File: config.mk
export PLATFORM = sky130hd
export DESIGN_NAME = alu_issue_queue
export DESIGN_NICKNAME = d
export VERILOG_FILES = /design/src/rtl/alu_issue_queue_pkg.sv /design/src/rtl/alu_issue_queue_cmd_fifo.sv /design/src/rtl/alu_issue_queue.sv
export SDC_FILE = /design/constraint.sdc
export NUM_CORES = 1
export LEC_CHECK = 0
export ABC_CLOCK_PERIOD_IN_PS = 10400
export CORE_ASPECT_RATIO = 0.7
export CORE_UTILIZATION = 33
export CTS_BUF_LIST = sky130_fd_sc_hd__clkbuf_2
export CTS_CLUSTER_SIZE = 16
export DETAILED_ROUTE_END_ITERATION = 12
export PLACE_DENSITY = 0.5
export SLEW_MARGIN = 20
export SYNTH_ARGS = -nofsm -noshare
export SYNTH_HDL_FRONTEND = slang
export SYNTH_SLANG_ARGS = --single-unit
File: constraint.sdc
create_clock -name clk -period 10.4 [get_ports clk]
set_input_delay 2.08 -clock clk [delete_from_list [all_inputs] [get_ports clk]]
set_output_delay 2.08 -clock clk [all_outputs]
set_load 0.05 [all_outputs]
File: src/rtl/alu_issue_queue_pkg.sv
// Shared definitions for the ALU and its issue queue.
//   DATA_W / OP_W / TAG_W : default operand, opcode and tag widths
//   OP_*                  : ALU opcode encodings (opaque to the queue)
//   alu_cmd_t             : one queued command {a, b, op, tag}
package alu_issue_queue_pkg;

  localparam int DATA_W = 32;
  localparam int OP_W   = 4;
  localparam int TAG_W  = 4;

  localparam logic [OP_W-1:0] OP_ADD = 4'b0000;
  localparam logic [OP_W-1:0] OP_AND = 4'b0001;
  localparam logic [OP_W-1:0] OP_OR  = 4'b0010;
  localparam logic [OP_W-1:0] OP_XOR = 4'b0011;
  localparam logic [OP_W-1:0] OP_SUB = 4'b0100;

  typedef struct packed {
    logic [DATA_W-1:0] a;
    logic [DATA_W-1:0] b;
    logic [OP_W-1:0]   op;
    logic [TAG_W-1:0]  tag;
  } alu_cmd_t;

endpackage

File: src/rtl/alu_issue_queue_cmd_fifo.sv
// alu_cmd_fifo: DEPTH x WIDTH command FIFO with synchronous flush.
//   clk, reset  : clock, async active-low reset
//   push, wdata : write request and data (ignored when full or flushing)
//   pop, rdata  : read request (ignored when empty or flushing), head data
//   flush       : clears both pointers; wins over push and pop
//   full, empty : occupancy flags from registered pointers only
//   count       : occupancy 0..DEPTH
module alu_cmd_fifo
  import alu_issue_queue_pkg::*;
#(
  parameter int DEPTH = 4,
  parameter int WIDTH = 72
) (
  input  logic                     clk,
  input  logic                     reset,
  input  logic                     push,
  input  logic                     pop,
  input  logic                     flush,
  input  logic [WIDTH-1:0]         wdata,
  output logic [WIDTH-1:0]         rdata,
  output logic                     full,
  output logic                     empty,
  output logic [$clog2(DEPTH):0]   count
);

  localparam int IDX_W = $clog2(DEPTH);
  localparam logic [IDX_W:0] PTR_ONE = {{IDX_W{1'b0}}, 1'b1};

  // Extra MSB on each pointer is a wrap bit distinguishing full from empty.
  logic [IDX_W:0]   wr_ptr;
  logic [IDX_W:0]   rd_ptr;
  logic [WIDTH-1:0] mem [DEPTH];
  logic             do_push;
  logic             do_pop;

  assign full    = (wr_ptr[IDX_W] != rd_ptr[IDX_W]) &&
                   (wr_ptr[IDX_W-1:0] == rd_ptr[IDX_W-1:0]);
  assign empty   = (wr_ptr == rd_ptr);
  assign count   = wr_ptr - rd_ptr;
  assign do_push = push && !full && !flush;
  assign do_pop  = pop && !empty && !flush;
  assign rdata   = mem[rd_ptr[IDX_W-1:0]];

  always_ff @(posedge clk or negedge reset) begin
    if (!reset) begin
      wr_ptr <= '0;
      rd_ptr <= '0;
    end else if (flush) begin
      wr_ptr <= '0;
      rd_ptr <= '0;
    end else begin
      if (do_push) wr_ptr <= wr_ptr + PTR_ONE;
      if (do_pop)  rd_ptr <= rd_ptr + PTR_ONE;
    end
  end

  // Storage needs no reset; empty gating keeps stale entries invisible.
  always_ff @(posedge clk) begin
    if (do_push) mem[wr_ptr[IDX_W-1:0]] <= wdata;
  end

endmodule

File: src/rtl/alu_issue_queue.sv
// alu_issue_queue: buffers ALU commands, issues one per cycle onto the ALU
// inputs and returns each result with its tag after the ALU latency.
//   clk, reset                  : clock, async active-low reset
//   in_valid/in_ready, in_*     : command input (in_ready = not full)
//   hold                        : pause issue, keep accepting commands
//   flush                       : drop all queued, not-yet-issued commands
//   A, B, Opin, issue_valid     : ALU operand/opcode drive, new-issue strobe
//   alu_result                  : ALU result input
//   res_valid, res_data, res_tag: one-cycle result strobe with data and tag
//   count                       : FIFO occupancy
module alu_issue_queue
  import alu_issue_queue_pkg::*;
#(
  parameter int DATA_W  = alu_issue_queue_pkg::DATA_W,
  parameter int OP_W    = alu_issue_queue_pkg::OP_W,
  parameter int DEPTH   = 4,
  parameter int TAG_W   = alu_issue_queue_pkg::TAG_W,
  parameter int ALU_LAT = 1
) (
  input  logic                    clk,
  input  logic                    reset,
  input  logic                    in_valid,
  output logic                    in_ready,
  input  logic [DATA_W-1:0]       in_a,
  input  logic [DATA_W-1:0]       in_b,
  input  logic [OP_W-1:0]         in_op,
  input  logic [TAG_W-1:0]        in_tag,
  input  logic                    hold,
  input  logic                    flush,
  output logic [DATA_W-1:0]       A,
  output logic [DATA_W-1:0]       B,
  output logic [OP_W-1:0]         Opin,
  output logic                    issue_valid,
  input  logic [DATA_W-1:0]       alu_result,
  output logic                    res_valid,
  output logic [DATA_W-1:0]       res_data,
  output logic [TAG_W-1:0]        res_tag,
  output logic [$clog2(DEPTH):0]  count
);

  localparam int CMD_W = 2*DATA_W + OP_W + TAG_W;

  logic [CMD_W-1:0]  head;
  logic [DATA_W-1:0] head_a;
  logic [DATA_W-1:0] head_b;
  logic [OP_W-1:0]   head_op;
  logic [TAG_W-1:0]  head_tag;
  logic              full;
  logic              empty;
  logic              pop;

  assign {head_a, head_b, head_op, head_tag} = head;
  assign in_ready = !full;
  assign pop      = !empty && !hold && !flush;

  alu_cmd_fifo #(
    .DEPTH (DEPTH),
    .WIDTH (CMD_W)
  ) u_fifo (
    .clk   (clk),
    .reset (reset),
    .push  (in_valid),
    .pop   (pop),
    .flush (flush),
    .wdata ({in_a, in_b, in_op, in_tag}),
    .rdata (head),
    .full  (full),
    .empty (empty),
    .count (count)
  );

  // Issue register: A/B/Opin keep their last value when nothing issues.
  always_ff @(posedge clk or negedge reset) begin
    if (!reset) begin
      A           <= '0;
      B           <= '0;
      Opin        <= '0;
      issue_valid <= 1'b0;
    end else begin
      issue_valid <= pop;
      if (pop) begin
        A    <= head_a;
        B    <= head_b;
        Opin <= head_op;
      end
    end
  end

  // Tag pipe: stage 0 is loaded at the issue edge alongside A/B/Opin; the
  // extra stage beyond ALU_LAT covers the cycle in which the ALU samples its
  // inputs, so the last stage lines up with a valid alu_result.
  logic [ALU_LAT:0] pipe_v;
  logic [TAG_W-1:0] pipe_tag [ALU_LAT+1];

  always_ff @(posedge clk or negedge reset) begin
    if (!reset) begin
      pipe_v <= '0;
      for (int i = 0; i <= ALU_LAT; i++) pipe_tag[i] <= '0;
    end else begin
      pipe_v      <= {pipe_v[ALU_LAT-1:0], pop};
      pipe_tag[0] <= head_tag;
      for (int i = 1; i <= ALU_LAT; i++) pipe_tag[i] <= pipe_tag[i-1];
    end
  end

  always_ff @(posedge clk or negedge reset) begin
    if (!reset) begin
      res_valid <= 1'b0;
      res_data  <= '0;
      res_tag   <= '0;
    end else begin
      res_valid <= pipe_v[ALU_LAT];
      if (pipe_v[ALU_LAT]) begin
        res_data <= alu_result;
        res_tag  <= pipe_tag[ALU_LAT];
      end
    end
  end

endmodule
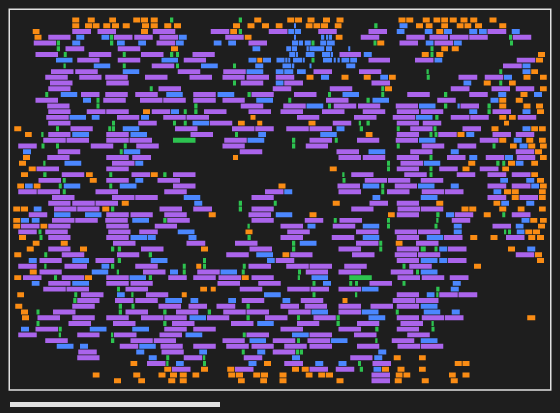
Fig. 1. Cell classes on the final placement.
Scale bar: 100 µm.
legend:
  green:
    class: clock drivers and dummy loads
    cells: 181
    share_of_their_area: 5.2%
  orange:
    class: remaining buffers and delay cells
    cells: 227
    share_of_their_area: 12%
  blue:
    class: remaining logic cells
    cells: 220
    share_of_their_area: 17%
  purple:
    class: registers
    cells: 409
    share_of_their_area: 65%

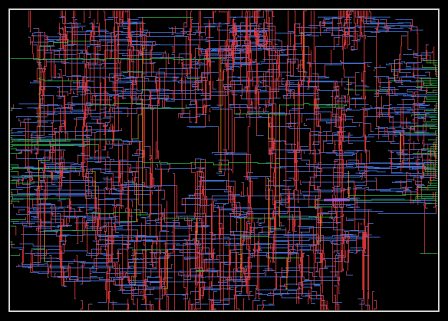
Fig. 2. Metal layers overlaid.
legend:
  blue:
    layer: M1
    wire_length: 13,800 µm
  purple:
    layer: M5
    wire_length: 13.8 µm
  orange:
    layer: M4
    wire_length: 650 µm
  green:
    layer: M3
    wire_length: 1,690 µm
  red:
    layer: M2
    wire_length: 15,100 µm

==> reports/metrics.csv <==
stage,metric,value,unit
outcome,run status,finished clean,
power,total power,4.94,mW
cts,clock sinks,409,
timing,min cycle time layout,5.53,ns
worst_setup_path,"Data required, critical path",8.32,ns
timing,Slew @ Worst Pin,0.942,ns
worst_setup_path,CP endpoint kind,output pin,
cts,CTS buffer count,100,
layout,fin nets,1075,
power,Combinational Power Share,34.6,%
global_routing,GRT Util Overall,13.9,%
min_path,Hold Crit Class,flop to flop,
die,num ports,219,
cts,root buffer cell,clkbuf_2,
power,Int Power,3.09,mW
drt,Initial DRC Count,327,
yosys,count of library flops with an enable pin,288,
drt,antenna-violating nets left,0,
placed_design,Setup Slack @ Placement,5.69,ns
yosys,Ys Warns,0,
drt,DR WL/cell,19.1,µm
yosys,Top-area cell share,57.7,%
die,Die W,257,µm
yosys,Mapped Nets,775,
yosys,cell accounting for the most synthesized area,edfxtp_1,
cts,CTS tree,done,
yosys,Post-Synthesis Cells,658,
yosys,Post-Syn Area,0.0150,mm²
timing,final setup fails,0,
worst_setup_path,crit path buf inv count,2,
placed_design,hpwl dp,17.9,mm
placed_design,# port buffers,218,
power,part of the power in registers,43.8,%
drt,DRT Pass-1 Iters,4,
timing,RSZ-0062 raised after global routing,no,
yosys,yosys adder share,0.719,%
drt,DRC Markers,0,
cts,"Reg clk slew, reported paths",0.11,ns
worst_setup_path,r2r endpoint,u_fifo.mem[0][33],
yosys,ys cells,658,
yosys,"Async S/R FF share, synth",29.6,%
worst_setup_path,worst-path cell chain,ha_1 -> fa_1 -> inv_1 -> clkdlybuf4s50_1,
timing,part of the cycle the worst path needs,53.2,%
yosys,Yosys chip area,0.0150,mm²
layout,"non-filler cells, final",1633,
yosys,Yosys reg bits,409,
drt,WL final,31.3,mm
timing,fmax,181,MHz
global_routing,antenna violations before repair,3,
global_routing,vias in the first global route,8111,
yosys,Synth Area in Simple Gates,0.418,%
min_path,"Endpoint, Worst Hold",pipe_tag[3],
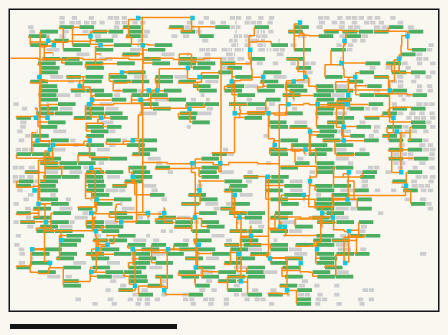
Fig. 3. Clock network drawn from the DEF.
Scale bar: 100 µm.
legend:
  green:
    item: flip-flops
    count: 409
  cyan:
    item: clock-net drivers
    count: 100
  orange:
    item: clock wires
    length: 5,740 µm
routed clock nets: 101
clock network power share: 21.6%
Max Clock Skew: 0.0471 ns
Clk. pwr: 1.07 mW

[worst max-delay path by stage]
| stage | slack, ns | to | cells after the start | startpoint |
|---|---|---|---|---|
| 2_1_floorplan | 5.84 | u_fifo.mem[0][0] | 3 | flush |
| 3_3_place_gp | 5.73 | B[15] | 4 | flush |
| 3_5_place_dp | 5.69 | B[15] | 4 | flush |
| 4_1_cts | 4.63 | count[1] | 4 | u_fifo.rd_ptr[0] |
| 5_1_grt | 4.54 | count[1] | 4 | u_fifo.rd_ptr[0] |
| 6_report | 4.87 | count[1] | 4 | u_fifo.rd_ptr[0] |
[flip-flops by register name (all words and copies together), names as in the netlist]
register / flops
u_fifo.wr_ptr: 3
pipe_tag: 8
res_data: 32
pipe_v: 2
u_fifo.rd_ptr: 3
B: 32
A: 32
Opin: 4
res_valid: 1
res_tag: 4
u_fifo.mem: 288
[cells in the mapped netlist (2+ instances only)]
| cell type | count |
|---|---|
| nor2_1 | 4 |
| mux4_2 | 72 |
| dfrtp_1 | 121 |
| o2111ai_1 | 2 |
| mux2_2 | 38 |
| inv_1 | 9 |
| edfxtp_1 | 288 |
| buf_6 | 7 |
| and3_1 | 4 |
| ha_1 | 7 |
| clkbuf_1 | 13 |
| buf_2 | 8 |
| mux2_1 | 68 |
| nand2_1 | 2 |
| xnor2_1 | 2 |
[power by group through the flow]
stage               clock (mW)  combinational [mW]  sequential, mW
global route              1.21                1.79            2.21
floorplan                    0               0.427            2.88
CTS                       1.13                1.74            2.18
global placement             0                1.73            2.21
finish                    1.07                1.71            2.17
detailed placement           0                1.73            2.21
[worst register-to-register path, stage by stage, from the launching register on]
cell and delay, ns:
dfrtp_4 0.85, inv_1 0.14, ha_1 0.35, nand2_1 0.16
o21a_1 0.26, and3_4 0.63, buf_4 0.63
[stage by stage]
step	area [µm²]	util, %
global route	18800	42.4
global placement	17800	40.3
floorplan	15000	-
detailed placement	17800	40.3
CTS	18800	42.4
finish	18800	42.5
[per-layer routing]
| layer | wire [µm] | track usage [%] | share of wire (%) |
|---|---|---|---|
| met5 | 13 | 0 | 0.042 |
| met4 | 650 | 5.38 | 2.1 |
| met3 | 1690 | 4.53 | 5.4 |
| met2 | 15100 | 22.5 | 48 |
| met1 | 13800 | 17.3 | 44 |
[cell families after synthesis]
group | after synthesis
XOR/XNOR | 2
AND-OR/OR-AND | 10
multiplexers | 179
flip-flops | 409
adder cells (fa/ha/maj) | 8
AND/OR/NAND/NOR | 12
buffers and inverters | 38
[area by class of cell]
type,instances,area (µm²)
multi-input cells,211,3120
clock buffers,152,761
diodes,2,5.00
inverters,9,33.8
repair buffers,227,2250
well taps,594,743
clock inverters,29,171
fillers,3981,25400
flip-flops and latches,409,11700
[layout by cell type, fill, tap and decap left out, types with 2 or more instances in the layout]
master           count
diode_2              2
buf_4                9
clkinv_1            20
clkdlybuf4s50_1    217
nand2_1              2
nor2_1               4
bufinv_16            2
xnor2_1              2
mux2_1              68
edfxtp_1           288
o2111ai_1            2
mux2_2              38
and3_4               4
mux4_2              72
clkinv_2             5
dfrtp_1            119
dfrtp_4              2
ha_1                 7
inv_1                9
clkbuf_2           152
No activity file was given, so power comes from the tool's default toggle rates.
